### Met1 routing

The bar under the picture is 50 microns long.
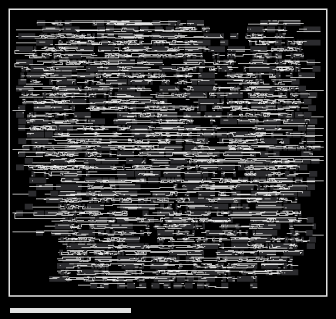
### Signal wires on met2

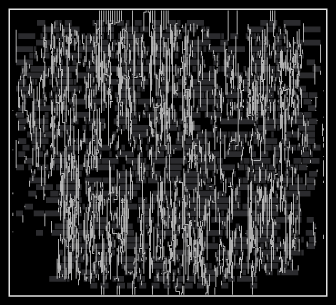
### Metal 3

The bar under the picture is 50 microns long.
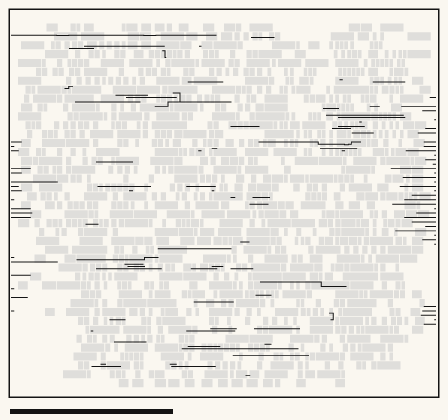
### Sequential cells grouped by signal name

Other sequential cells in the stronger gray, the rest of the logic in the fainter gray.
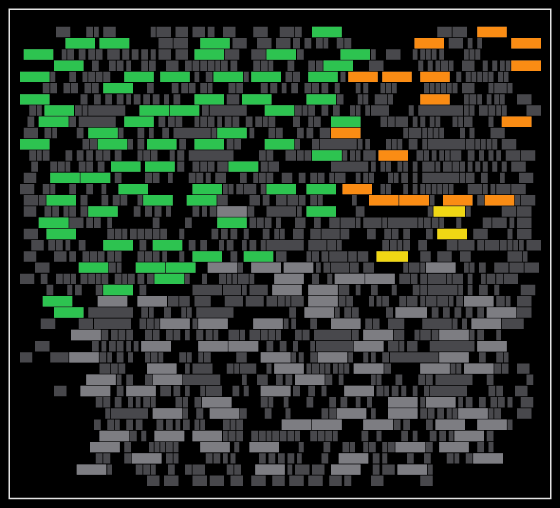
### Cell outlines without signal wires

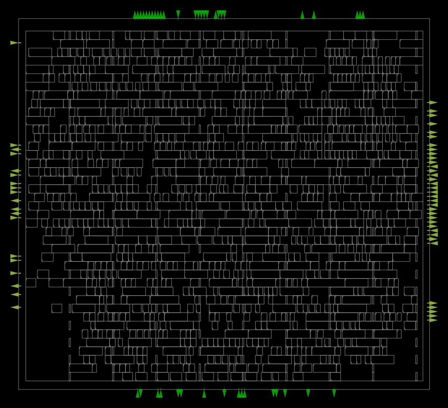
`config.mk`:
```
export PLATFORM = sky130hd
export DESIGN_NAME = gpu_net_iface
export DESIGN_NICKNAME = d
export VERILOG_FILES = /design/src/rtl/gpu_net_iface.sv
export SDC_FILE = /design/constraint.sdc
export NUM_CORES = 1
export LEC_CHECK = 0
export ABC_AREA = 1
export CORE_ASPECT_RATIO = 0.9
export CORE_MARGIN = 2
export CORE_UTILIZATION = 50
export CTS_CLUSTER_DIAMETER = 80
export CTS_CLUSTER_SIZE = 28
export DETAILED_ROUTE_END_ITERATION = 6
export PLACE_DENSITY_LB_ADDON = 0.15
export SLEW_MARGIN = 10
export SYNTH_ARGS = -nofsm -noshare
export SYNTH_HDL_FRONTEND = slang
export SYNTH_SLANG_ARGS = --single-unit
```
`constraint.sdc`:
```
create_clock -name ACLK -period 2.1 [get_ports ACLK]
set_input_delay 0.21 -clock ACLK [delete_from_list [all_inputs] [get_ports ACLK]]
set_output_delay 0.21 -clock ACLK [all_outputs]
set_load 0.01 [all_outputs]
```
`src/rtl/gpu_net_iface.sv`:
```
`timescale 1ns/1ps
// gpu_net_iface: per-GPU network interface.
// TX FIFO carries GPU flits to the router. RX FIFO carries router flits that
// are addressed to this node (flit[15:10] == GPU_ID[5:0]) to the GPU.
// Misaddressed router flits are consumed and counted in drop_count.
// Optional feature macro: NI_LOOPBACK_EN -- self-addressed TX flits are moved
// straight from the TX FIFO into the RX FIFO instead of going to the router.
module gpu_net_iface #(
  parameter int GPU_ID     = 19,
  parameter int FIFO_DEPTH = 4,
  parameter int LVL_W      = $clog2(FIFO_DEPTH) + 1
) (
  input  logic             ACLK,
  input  logic             ARESET,
  input  logic [15:0]      gpu_tx_data,
  input  logic             gpu_tx_valid,
  output logic             gpu_tx_ready,
  output logic [15:0]      gpu_rx_data,
  output logic             gpu_rx_valid,
  input  logic             gpu_rx_ready,
  output logic [15:0]      rtr_tx_data,
  output logic             rtr_tx_valid,
  input  logic             rtr_tx_ready,
  input  logic [15:0]      rtr_rx_data,
  input  logic             rtr_rx_valid,
  output logic             rtr_rx_ready,
  output logic [15:0]      drop_count,
  output logic [LVL_W-1:0] tx_level,
  output logic [LVL_W-1:0] rx_level
);

  localparam int              PTR_W    = $clog2(FIFO_DEPTH);
  localparam logic [LVL_W-1:0] FULL_LVL = LVL_W'(FIFO_DEPTH);
  localparam logic [5:0]      MY_ID    = 6'(GPU_ID);

  logic [15:0]      tx_mem_q [FIFO_DEPTH];
  logic [15:0]      tx_mem_d [FIFO_DEPTH];
  logic [15:0]      rx_mem_q [FIFO_DEPTH];
  logic [15:0]      rx_mem_d [FIFO_DEPTH];
  logic [PTR_W-1:0] tx_wr_ptr_q, tx_wr_ptr_d, tx_rd_ptr_q, tx_rd_ptr_d;
  logic [PTR_W-1:0] rx_wr_ptr_q, rx_wr_ptr_d, rx_rd_ptr_q, rx_rd_ptr_d;
  logic [LVL_W-1:0] tx_level_q, tx_level_d, rx_level_q, rx_level_d;
  logic [15:0]      drop_q, drop_d;

  logic [15:0] tx_head, rx_head, rx_push_data;
  logic        tx_self, lb_take;
  logic        tx_push, tx_pop, rx_push, rx_pop, rx_hs, rx_match;

  // Handshake decode; ready/valid come only from registered levels and lb_take.
  always_comb begin
    tx_head = tx_mem_q[tx_rd_ptr_q];
    rx_head = rx_mem_q[rx_rd_ptr_q];
`ifdef NI_LOOPBACK_EN
    // A self-addressed head never goes to the router; it waits for RX space.
    tx_self = (tx_level_q != '0) && (tx_head[15:10] == MY_ID);
    lb_take = !ARESET && tx_self && (rx_level_q != FULL_LVL);
`else
    tx_self = 1'b0;
    lb_take = 1'b0;
`endif
    gpu_tx_ready = !ARESET && (tx_level_q != FULL_LVL);
    rtr_rx_ready = !ARESET && (rx_level_q != FULL_LVL) && !lb_take;
    rtr_tx_valid = !ARESET && (tx_level_q != '0) && !tx_self;
    gpu_rx_valid = !ARESET && (rx_level_q != '0);
    rtr_tx_data  = rtr_tx_valid ? tx_head : 16'h0000;
    gpu_rx_data  = gpu_rx_valid ? rx_head : 16'h0000;

    tx_push      = gpu_tx_valid && gpu_tx_ready;
    tx_pop       = (rtr_tx_valid && rtr_tx_ready) || lb_take;
    rx_hs        = rtr_rx_valid && rtr_rx_ready;
    rx_match     = (rtr_rx_data[15:10] == MY_ID);
    rx_push      = (rx_hs && rx_match) || lb_take;
    rx_push_data = lb_take ? tx_head : rtr_rx_data;
    rx_pop       = gpu_rx_valid && gpu_rx_ready;

    drop_count   = drop_q;
    tx_level     = tx_level_q;
    rx_level     = rx_level_q;
  end

  // Next-state for both FIFOs and the saturating drop counter.
  always_comb begin
    tx_mem_d    = tx_mem_q;
    rx_mem_d    = rx_mem_q;
    tx_wr_ptr_d = tx_wr_ptr_q;
    tx_rd_ptr_d = tx_rd_ptr_q;
    rx_wr_ptr_d = rx_wr_ptr_q;
    rx_rd_ptr_d = rx_rd_ptr_q;
    tx_level_d  = tx_level_q;
    rx_level_d  = rx_level_q;
    drop_d      = drop_q;

    if (tx_push) begin
      tx_mem_d[tx_wr_ptr_q] = gpu_tx_data;
      tx_wr_ptr_d           = tx_wr_ptr_q + PTR_W'(1);
    end
    if (tx_pop) tx_rd_ptr_d = tx_rd_ptr_q + PTR_W'(1);
    if (tx_push && !tx_pop) tx_level_d = tx_level_q + LVL_W'(1);
    if (!tx_push && tx_pop) tx_level_d = tx_level_q - LVL_W'(1);

    if (rx_push) begin
      rx_mem_d[rx_wr_ptr_q] = rx_push_data;
      rx_wr_ptr_d           = rx_wr_ptr_q + PTR_W'(1);
    end
    if (rx_pop) rx_rd_ptr_d = rx_rd_ptr_q + PTR_W'(1);
    if (rx_push && !rx_pop) rx_level_d = rx_level_q + LVL_W'(1);
    if (!rx_push && rx_pop) rx_level_d = rx_level_q - LVL_W'(1);

    if (rx_hs && !rx_match && (drop_q != 16'hFFFF)) drop_d = drop_q + 16'd1;
  end

  // State registers with synchronous reset; reset discards FIFO contents.
  always_ff @(posedge ACLK) begin
    if (ARESET) begin
      tx_mem_q    <= '{default: '0};
      rx_mem_q    <= '{default: '0};
      tx_wr_ptr_q <= '0;
      tx_rd_ptr_q <= '0;
      rx_wr_ptr_q <= '0;
      rx_rd_ptr_q <= '0;
      tx_level_q  <= '0;
      rx_level_q  <= '0;
      drop_q      <= '0;
    end else begin
      tx_mem_q    <= tx_mem_d;
      rx_mem_q    <= rx_mem_d;
      tx_wr_ptr_q <= tx_wr_ptr_d;
      tx_rd_ptr_q <= tx_rd_ptr_d;
      rx_wr_ptr_q <= rx_wr_ptr_d;
      rx_rd_ptr_q <= rx_rd_ptr_d;
      tx_level_q  <= tx_level_d;
      rx_level_q  <= rx_level_d;
      drop_q      <= drop_d;
    end
  end

endmodule

```
==> run summary <==
status: finished, final reports clean
beginning of the critical path: tx_level[0]
vias in the first global route: 6124
DP Wirelength: 11.5 mm
Reg power frac: 45.0%
Syn Nets: 1072
tool warnings: 33
Cells after Synth: 1021
Hold Path End: rx_rd_ptr_q[0]
Init Core Util: 51.4%
n_diodes: 0
Final Cell Area: 9090 sq um
most instantiated library cell after synthesis: a21oi_1
H-tree depth: 4
Num CTS Buffers: 17
WS Path Type: reg -> out
Skew-Pair Late Insertion Delay: 0.42 ns
vias per cell: 5.18
Area Growth Syn to Fin: 25.4%
max incr delay on CP: 0.52 ns
pre-CTS WS: -0.0500 ns
placed cells: 1285
Syn Area/Cell: 7.10 sq um
Largest logic family: AND-OR/OR-AND gates
Critical path buffers and inverters: 4
Slew @ Worst Pin: 0.463 ns
number of cells in Yosys stat: 1021
Critical Path End: rtr_tx_valid
cell depth of the worst flop-to-flop path: 11
Avg WL per Cell: 13.9 microns
CP Cell Sequence: inv_2 > nand3_1 > nand2_2 > buf_12 > inv_1 > clkdlybuf4s50_1
pin count of the biggest net entering global routing: 48
met2 wire len: 7.86 mm
most numerous logic cell after layout: a21oi_1
P_int: 5.35 mW
total global routing overflow: 0
r2r endpoint: tx_level[2]
hold wc startpoint: ARESET
LEAKAGE: 3.41 nW
Logic Gate Count: 675
switch share: 22.9%
Mux cell area share: 0%
clock root cell: clkbuf_16
initial antenna violation count: 0
Final min period: 2.01 ns
Gate Area: 3300 sq um
Clock Power Share: 46.3%
maximum vdd ir drop: 0.794 mV
Back to the opening pictures, 'Met1 routing':
The layer carries 9290 microns of wire. The longest straight run is 46.9 microns. The layer holds 51% of the routed length. 1083 nets have wire on it. The wires run mostly horizontal.
via count: 6822
met1 Use GR: 35.8%
Routed WL: 18.3 mm

Back to the opening pictures, 'Signal wires on met2':
The layer holds 43% of the routed length. 852 nets have wire on it. The longest straight run is 36.7 microns. The layer carries 7860 microns of wire.
grt met2 use: 35.2%

Back to the opening pictures, 'Metal 3':
The longest straight run is 35.4 microns. The layer carries 920 microns of wire. The wires run mostly horizontal. The layer holds 5.0% of the routed length.
met3 usage: 5.02%

Back to the opening pictures, 'Sequential cells grouped by signal name':
tx_level: drawn in yellow, sequential cells 3. tx_mem_q: drawn in green, sequential cells 64. drop_count: drawn in orange, sequential cells 16, where north-east.
fin util: 64.4%
Reg area: 3170 sq um
flop share of the area: 34.9%
flip-flop and latch power: 3.13 mW

Back to the opening pictures, 'Cell outlines without signal wires':
core area: 14100 sq um
final sequential cell count: 158
Rows: 41

Power and IR drop assume default switching activity.
